## config.mk

```make
export PLATFORM = sky130hd
export DESIGN_NAME = run_ctrl_flat
export DESIGN_NICKNAME = d
export VERILOG_FILES = /design/src/rtl/run_ctrl_if.sv /design/src/rtl/run_ctrl.sv /design/src/flat_wrapper.sv
export SDC_FILE = /design/constraint.sdc
export NUM_CORES = 1
export LEC_CHECK = 0
export CAP_MARGIN = 10
export CORE_UTILIZATION = 35
export CTS_CLUSTER_DIAMETER = 60
export DETAILED_ROUTE_END_ITERATION = 7
export MAX_ROUTING_LAYER = met4
export PLACE_DENSITY = 0.68
export SLEW_MARGIN = 20
export SYNTH_ARGS = -nofsm -noshare
export SYNTH_HDL_FRONTEND = slang
export SYNTH_SLANG_ARGS = --single-unit
```

## constraint.sdc

```tcl
create_clock -name clk -period 2.7 [get_ports clk]
set_clock_uncertainty 0.05 [all_clocks]
set_input_delay 0.81 -clock clk [delete_from_list [all_inputs] [get_ports clk]]
set_output_delay 0.81 -clock clk [all_outputs]
set_load 0.02 [all_outputs]
```

## src/rtl/run_ctrl_if.sv

```systemverilog
// Handshake bundle between the run controller and its environment (PC + instruction decode).
// The slave side is the controller; the master side drives start and instruction fields.
interface run_ctrl_if #(
  parameter int D     = 10,
  parameter int CNT_W = 16
);
  logic             start;
  logic [2:0]       opcode;
  logic [5:0]       imm;
  logic             zero_flag;
  logic             halt;
  logic             pc_start;
  logic             jump_en;
  logic [D-1:0]     jump_target;
  logic [2:0]       jump_op;
  logic             busy;
  logic             done;
  logic             timeout;
  logic [CNT_W-1:0] cycle_count;
  logic [7:0]       branch_count;

  modport master (
    output start, opcode, imm, zero_flag, halt,
    input  pc_start, jump_en, jump_target, jump_op, busy, done, timeout,
           cycle_count, branch_count
  );

  modport slave (
    input  start, opcode, imm, zero_flag, halt,
    output pc_start, jump_en, jump_target, jump_op, busy, done, timeout,
           cycle_count, branch_count
  );
endinterface

```

## src/rtl/run_ctrl.sv

```systemverilog
// Run-sequencing and branch-resolution controller for the program counter.
// Gates a run from start to halt/timeout and resolves absolute/relative branches on the zero flag.
module run_ctrl #(
  parameter int D          = 10,
  parameter int CNT_W      = 16,
  parameter int MAX_CYCLES = 5000
) (
  input  logic      clk,
  input  logic      reset,
  run_ctrl_if.slave bus
);

  typedef enum logic [1:0] {
    IDLE  = 2'd0,
    CLEAR = 2'd1,
    RUN   = 2'd2,
    DONE  = 2'd3
  } state_e;

  localparam logic [CNT_W-1:0] LAST_CYCLE = CNT_W'(MAX_CYCLES - 1);

  state_e           state_q;
  logic [CNT_W-1:0] cycle_count_q;
  logic [7:0]       branch_count_q;
  logic             timeout_q;
  logic             pc_start_q;
  logic             busy_q;
  logic             done_q;

  logic             in_run;
  logic             is_branch;
  logic             take_branch;
  logic [D-1:0]     target_c;

  assign in_run      = (state_q == RUN);
  assign is_branch   = (bus.opcode == 3'b111) || (bus.opcode == 3'b001);
  assign take_branch = in_run && !bus.halt && bus.zero_flag && is_branch;

  always_comb begin
    target_c = '0;
    if (in_run) begin
      case (bus.opcode)
        3'b111:  target_c = {{(D-6){1'b0}}, bus.imm};
        3'b001:  target_c = {{(D-6){bus.imm[5]}}, bus.imm};
        default: target_c = '0;
      endcase
    end else begin
      target_c = '0;
    end
  end

  // Counters are cleared on entry to CLEAR so the CLEAR cycle already reports a fresh run.
  always_ff @(posedge clk or posedge reset) begin
    if (reset) begin
      state_q        <= IDLE;
      cycle_count_q  <= '0;
      branch_count_q <= 8'd0;
      timeout_q      <= 1'b0;
      pc_start_q     <= 1'b1;
      busy_q         <= 1'b0;
      done_q         <= 1'b0;
    end else begin
      case (state_q)
        IDLE, DONE: begin
          if (bus.start) begin
            state_q        <= CLEAR;
            cycle_count_q  <= '0;
            branch_count_q <= 8'd0;
            timeout_q      <= 1'b0;
            pc_start_q     <= 1'b1;
            busy_q         <= 1'b1;
            done_q         <= 1'b0;
          end
        end
        CLEAR: begin
          state_q        <= RUN;
          cycle_count_q  <= '0;
          branch_count_q <= 8'd0;
          timeout_q      <= 1'b0;
          pc_start_q     <= 1'b0;
          busy_q         <= 1'b1;
          done_q         <= 1'b0;
        end
        RUN: begin
          cycle_count_q <= cycle_count_q + CNT_W'(1);
          if (take_branch && (branch_count_q != 8'hFF)) begin
            branch_count_q <= branch_count_q + 8'd1;
          end
          // Halt takes priority over budget exhaustion in the same cycle.
          if (bus.halt || (cycle_count_q == LAST_CYCLE)) begin
            state_q    <= DONE;
            timeout_q  <= !bus.halt;
            pc_start_q <= 1'b1;
            busy_q     <= 1'b0;
            done_q     <= 1'b1;
          end
        end
        default: begin
          state_q    <= IDLE;
          pc_start_q <= 1'b1;
          busy_q     <= 1'b0;
          done_q     <= 1'b0;
        end
      endcase
    end
  end

  assign bus.pc_start     = pc_start_q;
  assign bus.busy         = busy_q;
  assign bus.done         = done_q;
  assign bus.timeout      = timeout_q;
  assign bus.cycle_count  = cycle_count_q;
  assign bus.branch_count = branch_count_q;
  assign bus.jump_en      = take_branch;
  assign bus.jump_target  = target_c;
  assign bus.jump_op      = in_run ? bus.opcode : 3'b000;

endmodule

```

## src/flat_wrapper.sv

```systemverilog
// flat-port wrapper written by rule: the top's interface ports become plain ports
module run_ctrl_flat 
#(
  parameter int D          = 10,
  parameter int CNT_W      = 16,
  parameter int MAX_CYCLES = 5000
)
  (clk, reset, bus_start, bus_opcode, bus_imm, bus_zero_flag, bus_halt, bus_pc_start, bus_jump_en, bus_jump_target, bus_jump_op, bus_busy, bus_done, bus_timeout, bus_cycle_count, bus_branch_count);
  run_ctrl_if #(.D(D), .CNT_W(CNT_W)) bus_i ();
  input  logic clk;
  input  logic reset;
  input wire logic [$bits(bus_i.start)-1:0] bus_start;
  input wire logic [$bits(bus_i.opcode)-1:0] bus_opcode;
  input wire logic [$bits(bus_i.imm)-1:0] bus_imm;
  input wire logic [$bits(bus_i.zero_flag)-1:0] bus_zero_flag;
  input wire logic [$bits(bus_i.halt)-1:0] bus_halt;
  output wire logic [$bits(bus_i.pc_start)-1:0] bus_pc_start;
  output wire logic [$bits(bus_i.jump_en)-1:0] bus_jump_en;
  output wire logic [$bits(bus_i.jump_target)-1:0] bus_jump_target;
  output wire logic [$bits(bus_i.jump_op)-1:0] bus_jump_op;
  output wire logic [$bits(bus_i.busy)-1:0] bus_busy;
  output wire logic [$bits(bus_i.done)-1:0] bus_done;
  output wire logic [$bits(bus_i.timeout)-1:0] bus_timeout;
  output wire logic [$bits(bus_i.cycle_count)-1:0] bus_cycle_count;
  output wire logic [$bits(bus_i.branch_count)-1:0] bus_branch_count;
  assign bus_i.start = bus_start;
  assign bus_i.opcode = bus_opcode;
  assign bus_i.imm = bus_imm;
  assign bus_i.zero_flag = bus_zero_flag;
  assign bus_i.halt = bus_halt;
  assign bus_pc_start = bus_i.pc_start;
  assign bus_jump_en = bus_i.jump_en;
  assign bus_jump_target = bus_i.jump_target;
  assign bus_jump_op = bus_i.jump_op;
  assign bus_busy = bus_i.busy;
  assign bus_done = bus_i.done;
  assign bus_timeout = bus_i.timeout;
  assign bus_cycle_count = bus_i.cycle_count;
  assign bus_branch_count = bus_i.branch_count;
  run_ctrl #(.D(D), .CNT_W(CNT_W), .MAX_CYCLES(MAX_CYCLES)) u_core (.clk(clk), .reset(reset), .bus(bus_i));
endmodule
```

==> impl_metrics.csv <==
group,metric,value,unit
run_status,status,"finished clean",
layout,lay_top_cells,"clkdlybuf4s50_1 (37), dfrtp_1 (29), buf_4 (22)",
timing,finalHoldViolCount,0,
setup_path,cp.arrival,1.77,ns
setup_path,crit_end,"bus_jump_target[6]",
logic_synthesis,yosys_area,1710,um^2
clock_network,cts_sinks,30,
setup_path,crit-reg2reg-launch,"u_core.state_q[0]$_DFFE_PP0P_",
setup_path,ff2ff_path_depth,6,
timing,slew_viol_final,0,
power_and_ir_drop,p_comb_share,41.9,%
setup_path,critPathLaunch,"bus_opcode[1]",
timing,setup_viol,0,
clock_network,cts_buffers,5,
power_and_ir_drop,power_density,632,nW/um^2
clock_network,clock_path_buffers,2,
grt,grt_max_degree,21,
timing,clock.fmax,0.381,GHz
clock_network,htree_levels,2,
setup_path,required,1.84,ns
timing,holdWs,0.444,ns
timing,tightest_slew,0.831,ns
clock_network,clk_latency,0.28,ns
placement,port_buffers,55,
route,dr.first_iter.drc_count,133,
logic_synthesis,yosysCellCount,192,
grt,grt_pass1_vias,1509,
clock_network,cts_hold_buf,0,
route,final_antenna_net_count,0,
run,warnings,27,
cell families (layout without fill, tap and decap cells):
logic type,count (synthesis),after routing,share of synthesized area [%]
AND/OR/NAND/NOR,86,86,27.7
buffers and inverters,21,85,5.33
multiplexers,5,5,2.99
XOR/XNOR,4,4,2.05
flip-flops,30,30,43.9
adder cells (fa/ha/maj),4,4,2.92
AND-OR/OR-AND,42,42,15.1
cell type report:
class	count	area [um^2]
Timing Repair Buffer	67	621
Clock buffer	8	90.1
Tap cell	67	83.8
Inverter	10	37.5
Fill cell	444	2240
Multi-Input combinational cell	141	902
Sequential cell	30	752
routing by layer:
layer,track usage [%],vias up,share of wire (%)
met3,4.17,4,6.4
met5,-,-,0
met1,23.8,780,46
met4,6.32,0,1.2
met2,27.4,62,46
li1,-,831,-
timing repair:
action                     CTS  global route
gates resized               64             2
setup buffers                1             0
setup endpoints to repair   14             1
pin swaps                    3             0
hold endpoints to repair     0             0
state kept, by name (all words and copies together) (netlist names):
signal and count:
u_core.bus.cycle_count 16, u_core.bus.branch_count 8, u_core.bus.pc_start 1, u_core.state_q 2, u_core.bus.timeout 1, u_core.bus.busy 1, u_core.bus.done 1
metrics by stage:
step | setup WS (ns) | total power, W | std cells
6_report | 0.0737 | 0.00157 | 323
5_1_grt | 0.0177 | 0.00167 | 323
4_1_cts | 0.0160 | 0.00159 | 323
3_5_place_dp | -0.658 | 0.00122 | 314
3_3_place_gp | -0.624 | 0.00121 | 314
2_1_floorplan | 0.140 | 0.000940 | 192
power by group through the flow:
| stage | registers [W] | clock network [W] | logic, W |
|---|---|---|---|
| floorplan | 0.000600 | 0 | 0.000340 |
| global placement | 0.000556 | 0 | 0.000656 |
| detailed placement | 0.000560 | 0 | 0.000659 |
| CTS | 0.000552 | 0.000373 | 0.000663 |
| global route | 0.000561 | 0.000397 | 0.000714 |
| finish | 0.000551 | 0.000362 | 0.000658 |
worst min path at each step:
stage                     slack, ns                     startpoint  cells past startpoint                       endpoint
after global routing           0.48    u_core.bus.busy$_DFFE_PP0P_                      1    u_core.bus.busy$_DFFE_PP0P_
final                          0.44    u_core.bus.busy$_DFFE_PP0P_                      1    u_core.bus.busy$_DFFE_PP0P_
after CTS                      0.45    u_core.bus.busy$_DFFE_PP0P_                      1    u_core.bus.busy$_DFFE_PP0P_
after global placement         0.41    u_core.bus.busy$_DFFE_PP0P_                      1    u_core.bus.busy$_DFFE_PP0P_
after detailed placement       0.43    u_core.bus.busy$_DFFE_PP0P_                      1    u_core.bus.busy$_DFFE_PP0P_
after floorplan                0.45  u_core.state_q[1]$_DFFE_PP0P_                      2  u_core.state_q[1]$_DFFE_PP0P_
worst max-delay path, cell delays in order:
cell           delay (ns)
dlygate4sd2_1        0.27
buf_4                0.15
nor4b_4              0.33
buf_4                0.21
**Pin placement**

Pins as bars across the die edge, other pins in grey.
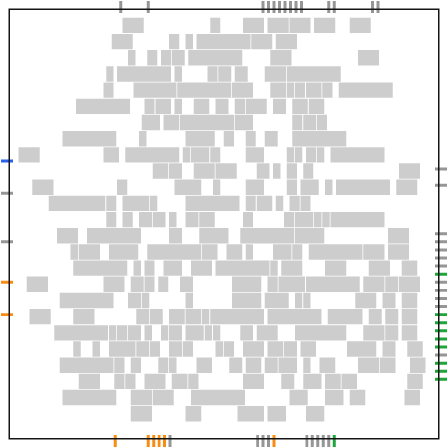
[bus_jump_target] green | pins: 10 | direction: output | edge: 9 east, 1 south
[bus_busy] blue | pins: 1 | direction: output | edge: west
[bus_branch_count] orange | pins: 8 | direction: output | edge: 6 south, 2 west
all pins by edge: 21 east, 16 south, 14 north, 5 west

**Congestion heat map**

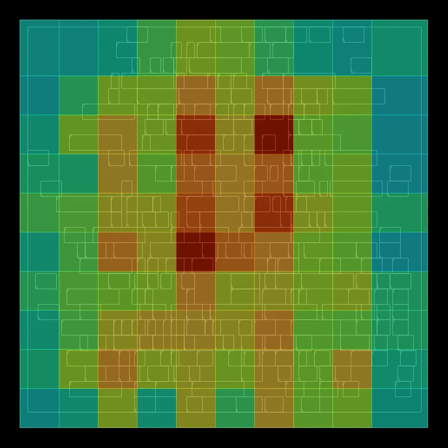
GR Util met3: 4.17%
aggregate global-route resource usage: 18.0%
WL/cell: 13.3 um

**Placement by cell class**

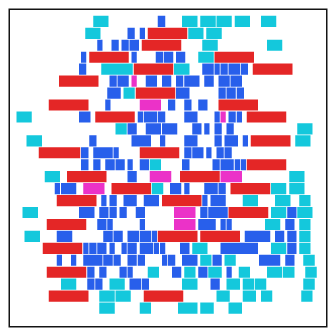
[sequential cells] red | cells: 30
[clock drivers and dummy loads] magenta | cells: 8
[remaining buffers and delay cells] cyan | cells: 67
[remaining logic cells] blue | cells: 151

**Metal layers overlaid**

Only two layers are drawn.
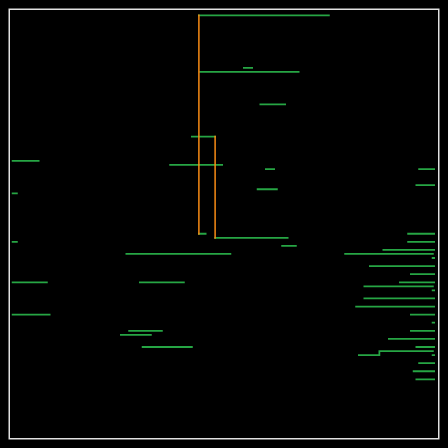
[M4] orange | wire length: 53.7 um
[M3] green | wire length: 274 um

No activity file was given, so power comes from the tool's default toggle rates.
